[src/rtl/dispatch_ctl.sv]
// Dispatch controller: credit-based issue of decoded instructions into ALU/LS
// reservation stations and the ROB, with branch-wait, flush and halt handling.
package dispatch_ctl_pkg;
  typedef enum logic {FU_ALU = 1'b0, FU_LS = 1'b1} fu_t;
endpackage

`ifndef DEBUG
`define DEBUG(msg)
`endif

module dispatch_ctl
  import dispatch_ctl_pkg::*;
#(
  parameter int unsigned ALU_RS_DEPTH = 4,
  parameter int unsigned LS_RS_DEPTH  = 4,
  parameter int unsigned ROB_DEPTH    = 16
) (
  input  logic                               in_clk,
  input  logic                               in_rst_n,
  input  logic                               in_dec_valid,
  input  fu_t                                in_dec_fu_id,
  input  logic                               in_dec_mispredict,
  input  logic                               in_dec_hlt,
  input  logic                               in_alu_free,
  input  logic                               in_ls_free,
  input  logic                               in_rob_free,
  input  logic                               in_branch_resolved,
  input  logic                               in_flush,
  output logic                               out_ready,
  output logic                               out_alu_dispatch,
  output logic                               out_ls_dispatch,
  output logic                               out_rob_alloc,
  output logic [$clog2(ALU_RS_DEPTH+1)-1:0]  out_alu_credits,
  output logic [$clog2(LS_RS_DEPTH+1)-1:0]   out_ls_credits,
  output logic [$clog2(ROB_DEPTH+1)-1:0]     out_rob_credits,
  output logic [1:0]                         out_state,
  output logic [31:0]                        out_stall_cycles,
  output logic                               out_err
);

  localparam int unsigned ACW = $clog2(ALU_RS_DEPTH + 1);
  localparam int unsigned LCW = $clog2(LS_RS_DEPTH + 1);
  localparam int unsigned RCW = $clog2(ROB_DEPTH + 1);

  localparam logic [1:0] ST_RUN     = 2'd0;
  localparam logic [1:0] ST_BR_WAIT = 2'd1;
  localparam logic [1:0] ST_FLUSH   = 2'd2;
  localparam logic [1:0] ST_HALTED  = 2'd3;

  // A free that would push a full counter past its depth is absorbed here and
  // reported separately as an overflow.
  function automatic logic [31:0] cred_next(input logic [31:0] cur, input logic [31:0] depth,
                                            input logic take, input logic give, input logic reload);
    logic [31:0] nxt;
    if (reload) begin
      nxt = depth;
    end else if (take && !give) begin
      nxt = cur - 32'd1;
    end else if (give && !take && (cur != depth)) begin
      nxt = cur + 32'd1;
    end else begin
      nxt = cur;
    end
    return nxt;
  endfunction

  function automatic logic cred_ovf(input logic [31:0] cur, input logic [31:0] depth,
                                    input logic take, input logic give, input logic reload);
    return !reload && give && !take && (cur == depth);
  endfunction

  logic [1:0]     state_q, state_d;
  logic [ACW-1:0] alu_credits_q, alu_credits_d;
  logic [LCW-1:0] ls_credits_q, ls_credits_d;
  logic [RCW-1:0] rob_credits_q, rob_credits_d;
  logic [31:0]    stall_q, stall_d;
  logic           err_q, err_d;

  logic unit_ok_s, flush_take_s, fire_s, reload_s, ovf_s;
  logic alu_fire_s, ls_fire_s;

  always_comb begin
    unit_ok_s    = (in_dec_fu_id == FU_ALU) ? (alu_credits_q != {ACW{1'b0}})
                                            : (ls_credits_q != {LCW{1'b0}});
    out_ready    = (state_q == ST_RUN) && (rob_credits_q != {RCW{1'b0}}) && unit_ok_s;
    flush_take_s = in_flush && ((state_q == ST_RUN) || (state_q == ST_BR_WAIT));
    // Strobes are forced low while reset is held.
    fire_s       = in_rst_n && in_dec_valid && out_ready && !flush_take_s;
    alu_fire_s   = fire_s && (in_dec_fu_id == FU_ALU);
    ls_fire_s    = fire_s && (in_dec_fu_id == FU_LS);
    reload_s     = (state_q == ST_FLUSH);
  end

  assign out_alu_dispatch = alu_fire_s;
  assign out_ls_dispatch  = ls_fire_s;
  assign out_rob_alloc    = fire_s;

  always_comb begin
    alu_credits_d = ACW'(cred_next(32'(alu_credits_q), 32'(ALU_RS_DEPTH), alu_fire_s, in_alu_free, reload_s));
    ls_credits_d  = LCW'(cred_next(32'(ls_credits_q), 32'(LS_RS_DEPTH), ls_fire_s, in_ls_free, reload_s));
    rob_credits_d = RCW'(cred_next(32'(rob_credits_q), 32'(ROB_DEPTH), fire_s, in_rob_free, reload_s));
    ovf_s = cred_ovf(32'(alu_credits_q), 32'(ALU_RS_DEPTH), alu_fire_s, in_alu_free, reload_s)
          | cred_ovf(32'(ls_credits_q), 32'(LS_RS_DEPTH), ls_fire_s, in_ls_free, reload_s)
          | cred_ovf(32'(rob_credits_q), 32'(ROB_DEPTH), fire_s, in_rob_free, reload_s);
    err_d = err_q | ovf_s;
    if (in_dec_valid && !out_ready) begin
      stall_d = stall_q + 32'd1;
    end else begin
      stall_d = stall_q;
    end
  end

  always_comb begin
    state_d = state_q;
    case (state_q)
      ST_RUN: begin
        if (flush_take_s) begin
          state_d = ST_FLUSH;
        end else if (fire_s && in_dec_mispredict) begin
          state_d = ST_BR_WAIT;
        end else if (fire_s && in_dec_hlt) begin
          state_d = ST_HALTED;
        end else begin
          state_d = ST_RUN;
        end
      end
      ST_BR_WAIT: begin
        if (flush_take_s) begin
          state_d = ST_FLUSH;
        end else if (in_branch_resolved) begin
          state_d = ST_RUN;
        end else begin
          state_d = ST_BR_WAIT;
        end
      end
      ST_FLUSH:  state_d = ST_RUN;
      ST_HALTED: state_d = ST_HALTED;
      default:   state_d = ST_RUN;
    endcase
  end

  always_ff @(posedge in_clk or negedge in_rst_n) begin
    if (!in_rst_n) begin
      state_q       <= ST_RUN;
      alu_credits_q <= ACW'(ALU_RS_DEPTH);
      ls_credits_q  <= LCW'(LS_RS_DEPTH);
      rob_credits_q <= RCW'(ROB_DEPTH);
      stall_q       <= 32'd0;
      err_q         <= 1'b0;
    end else begin
      state_q       <= state_d;
      alu_credits_q <= alu_credits_d;
      ls_credits_q  <= ls_credits_d;
      rob_credits_q <= rob_credits_d;
      stall_q       <= stall_d;
      err_q         <= err_d;
      if (fire_s) `DEBUG("dispatch");
      if (flush_take_s) `DEBUG("flush");
      if (ovf_s) `DEBUG("credit overflow");
    end
  end

  assign out_alu_credits  = alu_credits_q;
  assign out_ls_credits   = ls_credits_q;
  assign out_rob_credits  = rob_credits_q;
  assign out_state        = state_q;
  assign out_stall_cycles = stall_q;
  assign out_err          = err_q;

endmodule

[config.mk]
export PLATFORM = sky130hd
export DESIGN_NAME = dispatch_ctl
export DESIGN_NICKNAME = d
export VERILOG_FILES = /design/src/rtl/dispatch_ctl.sv
export SDC_FILE = /design/constraint.sdc
export NUM_CORES = 1
export LEC_CHECK = 0
export ABC_CLOCK_PERIOD_IN_PS = 4600
export CORE_MARGIN = 5
export CORE_UTILIZATION = 54
export CTS_CLUSTER_SIZE = 12
export DETAILED_ROUTE_END_ITERATION = 10
export MAX_ROUTING_LAYER = met4
export PLACE_DENSITY = 0.95
export SLEW_MARGIN = 20
export SYNTH_ARGS = -nofsm -noshare
export SYNTH_HDL_FRONTEND = slang
export SYNTH_SLANG_ARGS = --single-unit
[constraint.sdc]
create_clock -name in_clk -period 4.6 [get_ports in_clk]
set_input_delay 0.92 -clock in_clk [delete_from_list [all_inputs] [get_ports in_clk]]
set_output_delay 0.92 -clock in_clk [all_outputs]
set_load 0.01 [all_outputs]
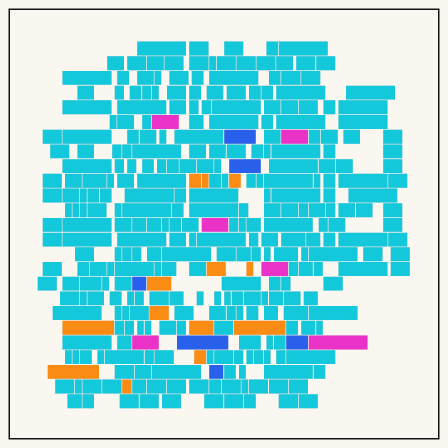
Run 1: cell sizes after repair
Key: magenta = x6 and larger [cells 6, share 1.9%]; blue = x3 and x4 [cells 6, share 1.9%]; cyan = x1 and smaller [cells 295, share 92%]; orange = x2 [cells 13, share 4.1%]

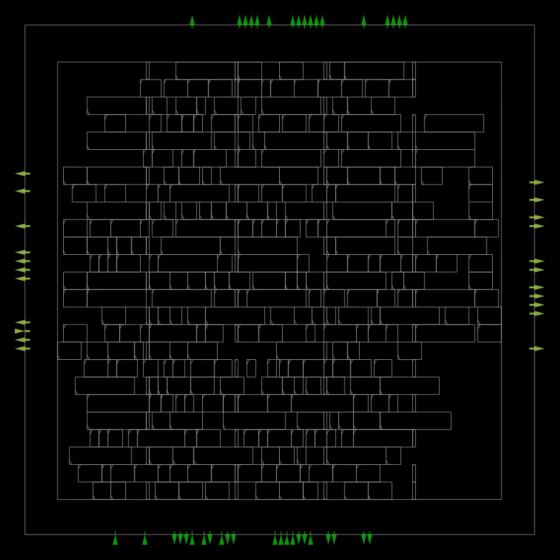
Run 1: cell placement
fillers: 326
core area: 4690 um2
# Taps: 54
FP Rows: 25

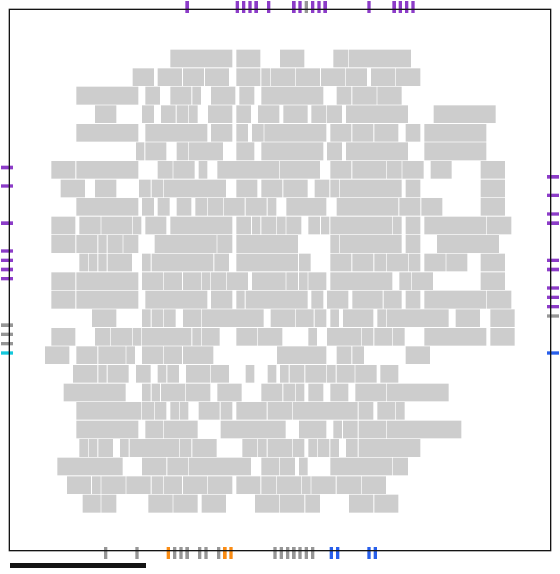
Run 1: pin map
Scale bar: 20 um. Pins as bars across the die edge, other pins in gray.
Key: purple = `out_stall_cycles` [pins 32, direction output, edge 16 top, 9 right, 7 left]; blue = `out_rob_credits` [pins 5, direction output, edge 4 bottom, 1 right]; orange = `out_ls_credits` [pins 3, direction output, edge bottom]; cyan = `out_alu_dispatch` [pins 1, direction output, edge left]
All pins by edge: 22 bottom, 17 top, 11 left, 11 right.

run 1: how the worst max path moves through the flow:
| stage | from | cells after the start | slack [ns] | to |
|---|---|---|---|---|
| after floorplan | in_dec_fu_id | 11 | 1.26 | out_rob_credits[4] |
| after global placement | in_dec_fu_id | 12 | 0.67 | out_rob_credits[4] |
| after detailed placement | in_dec_fu_id | 12 | 0.58 | out_rob_credits[4] |
| after CTS | in_dec_fu_id | 5 | 0.70 | out_alu_dispatch |
| after global routing | in_dec_fu_id | 5 | 0.57 | out_alu_dispatch |
| final | in_dec_fu_id | 5 | 0.68 | out_alu_dispatch |
run 1: stage by stage:
step | instances | utilization | setup WS [ns]
after floorplan | 256 | - | 1.26
after global placement | 366 | 0.690 | 0.668
after detailed placement | 366 | 0.690 | 0.583
after CTS | 374 | 0.713 | 0.699
after global routing | 374 | 0.713 | 0.571
final | 374 | 0.713 | 0.679
run 1: worst register-to-register path, delay by kind of cell, from the launching register on:
family / cells / cell delay, ns
adders and majority gates: 1 / 0.29
DFF: 1 / 0.59
and+or+nand+nor: 5 / 1.04
AOI/OAI and AO/OA: 4 / 0.91
buffers and inverters: 1 / 0.19
run 1: routing by layer:
layer,GRT usage,part of all wire,routed length (um),vias up
li1,-,-,-,1064
met1,0.269,0.41,2650,1124
met2,0.382,0.51,3250,91
met3,0.0363,0.049,314,20
met4,0.0962,0.029,183,0
met5,-,0,0,-
run 1: final cells by class:
cell class	count	area (um2)
Fill cell	326	1350
Tap cell	54	67.6
Timing Repair Buffer	61	603
Multi-Input combinational cell	196	1380
Clock buffer	6	72.6
Sequential cell	46	1150
Clock inverter	2	37.5
Inverter	9	33.8
run 1: where the power goes:
part	total, uW	internal (uW)	leakage [uW]	switching [uW]
sequential	615	489	0.000586	126
clock	301	162	0.0000514	139
combinational	481	263	0.000732	217
run 1: cell families after synthesis:
logic type	count (synthesis)
xor gates and xnor gates	33
adders and majority gates	7
AOI/OAI and AO/OA	37
and+or+nand+nor	118
buffers and inverters	14
DFF	46
muxes	1
run 1: flip-flops by register name, indices dropped and copies added (netlist names):
register	count
out_ls_credits	3
out_alu_credits	3
out_stall_cycles	32
out_rob_credits	5
out_state	2
out_err	1
run 1: cell usage in the layout (no fill, tap or decap), types with 2 or more instances in the layout:
cell / instances
nand3_1: 10
and2_1: 3
inv_2: 2
a2bb2oi_1: 2
nand2_1: 28
nor4_1: 6
and4_1: 2
o2111ai_1: 3
o21ai_0: 5
clkdlybuf4s50_1: 59
ha_1: 4
o31ai_1: 3
nand4_1: 12
and3_1: 7
a2111o_1: 2
or3_1: 3
inv_1: 7
nor3_2: 2
nor3_4: 2
or4_1: 2
dfstp_2: 3
clkbuf_8: 5
xor2_1: 10
o21a_1: 5
nor3_1: 14
fa_1: 3
o211ai_1: 5
dfrtp_1: 43
nor2b_1: 5
nor2_1: 12
nor2_2: 2
xnor2_1: 23
nor4b_1: 2
a21oi_1: 3
==> results.json, run 1 <==
{
  "xor_share": 0.112,
  "arrival_ns": 3.00,
  "max_slew_margin": 0.451,
  "post_cts_resized": 0,
  "die_h_um": 79.2,
  "edf_count": 0,
  "wire_per_inst_um": 17.1,
  "die-width_um": 79.2,
  "final_area_um2": 3350,
  "cts_tree": "yes",
  "crit_chain": "clkdlybuf4s50_1 > or4b_1 > o2111ai_4 > nor3_2 > clkdlybuf4s50_1",
  "synth_seq_share": 0.447,
  "max_freq_ghz": 0.255,
  "run_status": "complete, no violations",
  "ys_sh_aoi": 0.118,
  "min_path_type": "input pin to asynchronous set/reset pin",
  "wl_mm": 6.40,
  "synth-seq-cells": 46,
  "grt_pass1_vias": 2326,
  "drive_above_1_share": 0.0781,
  "hold_viol": 0,
  "cp.buffers_inverters": 2,
  "maxCapViolCount": 0,
  "start_kind": "input pin",
  "postCtsSetupBuffers": 0,
  "stage_log_warnings": 26,
  "tightest_slew_ns": 0.822,
  "setup_tns_ns": 0,
  "crit_type": "input pin to output port",
  "pwr_density_cell_nw_per_um2": 417,
  "hold_ws_ns": 0.488,
  "grt_antenna_before_repair": 0,
  "rr_endpoint": "out_rob_credits[4]",
  "setup_viol": 0,
  "vias": 2299,
  "top_area_cell": "dfrtp_1",
  "grt_pass1_wl_mm": 10.9,
  "ys_cells": 256,
  "cts_buffers": 5,
  "yosys-dominant-comb-family": "simple AND/OR/NAND/NOR gates",
  "end_kind": "output port",
  "root_buffer": "clkbuf_8",
  "cts_max_path_buffers": 2,
  "ys_warn_count": 0,
  "async_reset_ff_frac": 1.00,
  "drt_iter0_markers": 147,
  "ys_area_um2": 2590,
  "grt.overflow.total": 0,
  "diodes": 0,
  "cp_top_family": "buffers and inverters",
  "drt_first_pass_iters": 4,
  "reg2reg_depth": 11,
  "postCtsHoldBufs": 0,
  "cpMostUsedCell": "clkdlybuf4s50_1",
  "syn-cell-area_um2": 2590,
  "finalClockSkew_ns": 0.00705,
  "slew_viol_final": 0,
  "ys.flop_type": "dfrtp_1",
  "gp_congestion": 0.918,
  "leakage_uw": 0.00137,
  "route.detailed.drc": 0,
  "rsz0062_at_grt": "false",
  "grt_max_degree": 37,
  "netlist.area_leader.share": 0.416,
  "r2r_start": "out_alu_credits[2]",
  "synth-adder-area-share": 0.0426,
  "syn_to_final_growth_pct": 29.4,
  "die-area_um2": 6270,
  "vdd_drop_max_v": 0.000341,
  "final_net_count": 337,
  "r2r_slack_ns": 1.52,
  "cts.sinks": 46,
  "antenna_left": 0,
  "initial_core_util": 0.551,
  "via_per_inst": 6.15,
  "io_pins": 61,
  "grt_util_all_layers": 0.226,
  "portBuffers": 60,
  "synth_nets": 274
}
==> run 1 -> run 2 <==
--- a/config.mk
+++ b/config.mk
@@ -10,6 +10,7 @@
 export CORE_UTILIZATION = 54
 export CTS_CLUSTER_SIZE = 12
 export DETAILED_ROUTE_END_ITERATION = 10
+export GPL_ROUTABILITY_DRIVEN = 0
 export MAX_ROUTING_LAYER = met4
 export PLACE_DENSITY = 0.95
 export SLEW_MARGIN = 20
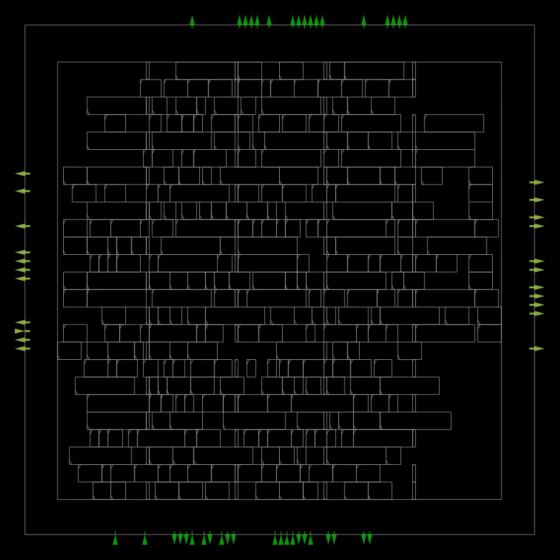
Run 2: cell placement
Seq/total area: 0.345
Final Core Density: 0.713
Non-Filler Instances: 374

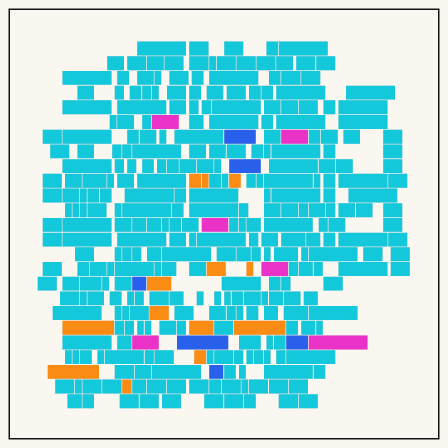
Run 2: cell sizes after repair
Key: blue = x3 and x4 [cells 6, share 1.9%]; orange = x2 [cells 13, share 4.1%]; magenta = x6 and larger [cells 6, share 1.9%]; cyan = x1 and smaller [cells 295, share 92%]

==> run 2 against run 1 <==
Net effect: critical path depth is the same; register-to-register slack barely moved; cell count stayed put; synthesized cell count unchanged; worst hold slack unchanged; clock skew unchanged; clock power hardly changed; critical path type unchanged; non-clock buffer count stayed put; combinational power barely moved; first-iteration DRC count is the same; count of clock-buffer cells in the layout unchanged.
==> results.json, run 2 <==
{
  "wl_met2_mm": 3.25,
  "ys_area_um2": 2590,
  "synth_nets": 274,
  "p_comb_frac": 0.344,
  "netlist.area_leader.share": 0.416,
  "switching_share": 0.345,
  "cp_top_family": "buffers and inverters",
  "grt_pass1_wl_mm": 10.9,
  "async_reset_ff_frac": 1.00,
  "dp_slack_ns": 0.583,
  "top_area_cell": "dfrtp_1",
  "max_slew_margin": 0.451,
  "wl_mm": 6.40,
  "grt_util_all_layers": 0.226,
  "p_switching_uw": 482,
  "ys_warn_count": 0,
  "crit_type": "input pin to output port",
  "root_buffer": "clkbuf_8",
  "cts_buffers": 5,
  "vias": 2299,
  "die-area_um2": 6270,
  "final_net_count": 337,
  "wire_per_inst_um": 17.1,
  "run_status": "complete, no violations",
  "grt_pass1_vias": 2326,
  "cts.sinks": 46,
  "diodes": 0,
  "synth-seq-cells": 46,
  "grt.overflow.total": 0,
  "via_per_inst": 6.15,
  "leakage_uw": 0.00137,
  "die-width_um": 79.2,
  "cts_max_path_buffers": 2,
  "cpMostUsedCell": "clkdlybuf4s50_1",
  "hold_viol": 0,
  "route.detailed.drc": 0,
  "io_pins": 61,
  "die_h_um": 79.2,
  "syn-cell-area_um2": 2590,
  "vdd_drop_max_v": 0.000341,
  "ys.flop_type": "dfrtp_1",
  "synth_seq_share": 0.447,
  "seqPwrFrac": 0.440,
  "grt_antenna_before_repair": 0,
  "final_cell_mix": "clkdlybuf4s50_1 (59), dfrtp_1 (43), nand2_1 (28), xnor2_1 (23), nor3_1 (14)",
  "edf_count": 0,
  "dp_cells": 366,
  "min_path_type": "input pin to asynchronous set/reset pin",
  "lay_top_count": "clkdlybuf4s50_1",
  "initial_core_util": 0.551,
  "maxCapViolCount": 0,
  "power.share.clock": 0.215,
  "postCtsSetupBuffers": 0,
  "setup_viol": 0
}
run 2: routing by layer:
metal / track usage / vias up
met5: - / -
met1: 0.269 / 1124
met2: 0.382 / 91
li1: - / 1064
met4: 0.0962 / 0
met3: 0.0363 / 20
run 2: path summary, 6_finish.rpt:
kind,depth (start not counted),slack (ns),to,from
max in group asynchronous,2,3.33,out_alu_credits[2],in_rst_n
min in group in_clk,1,0.49,out_stall_cycles[25],out_stall_cycles[25]
worst max register to register,11,1.52,out_rob_credits[4],out_alu_credits[2]
worst min register to register,1,0.49,out_stall_cycles[25],out_stall_cycles[25]
worst max-delay path,5,0.68,out_alu_dispatch,in_dec_fu_id
worst min-delay path,1,0.49,out_alu_credits[1],in_rst_n
run 2: cell type report:
class	count	area, um2
clock buffer	6	72.6
tap	54	67.6
sequential	46	1150
fill	326	1350
timing repair buffer	61	603
clock inverter	2	37.5
inverter	9	33.8
multi-input combinational	196	1380
run 2: power by group through the flow:
stage	logic, uW	clock network [uW]	registers [uW]
3_5_place_dp	478	0	617
6_report	481	301	615
2_1_floorplan	241	0	618
5_1_grt	532	322	632
4_1_cts	483	305	612
3_3_place_gp	460	0	615
run 2: through the flow:
step	power, uW	instance area (um2)	hold slack, ns
after floorplan	858	2590	0.505
after global placement	1080	3240	0.462
after detailed placement	1090	3240	0.480
after CTS	1400	3350	0.489
after global routing	1490	3350	0.491
final	1400	3350	0.488
run 2: cells by family (layout without fill, tap and decap cells):
family / count (synthesis) / after routing / share of synthesized area
flops: 46 / 46 / 0.447
simple gates: 118 / 118 / 0.257
compound gates: 37 / 37 / 0.118
fa+ha+maj: 7 / 7 / 0.0426
mux: 1 / 1 / 0.00387
xor+xnor: 33 / 33 / 0.112
buf+inv: 14 / 78 / 0.0208
Power is estimated from default activity; no workload was simulated.
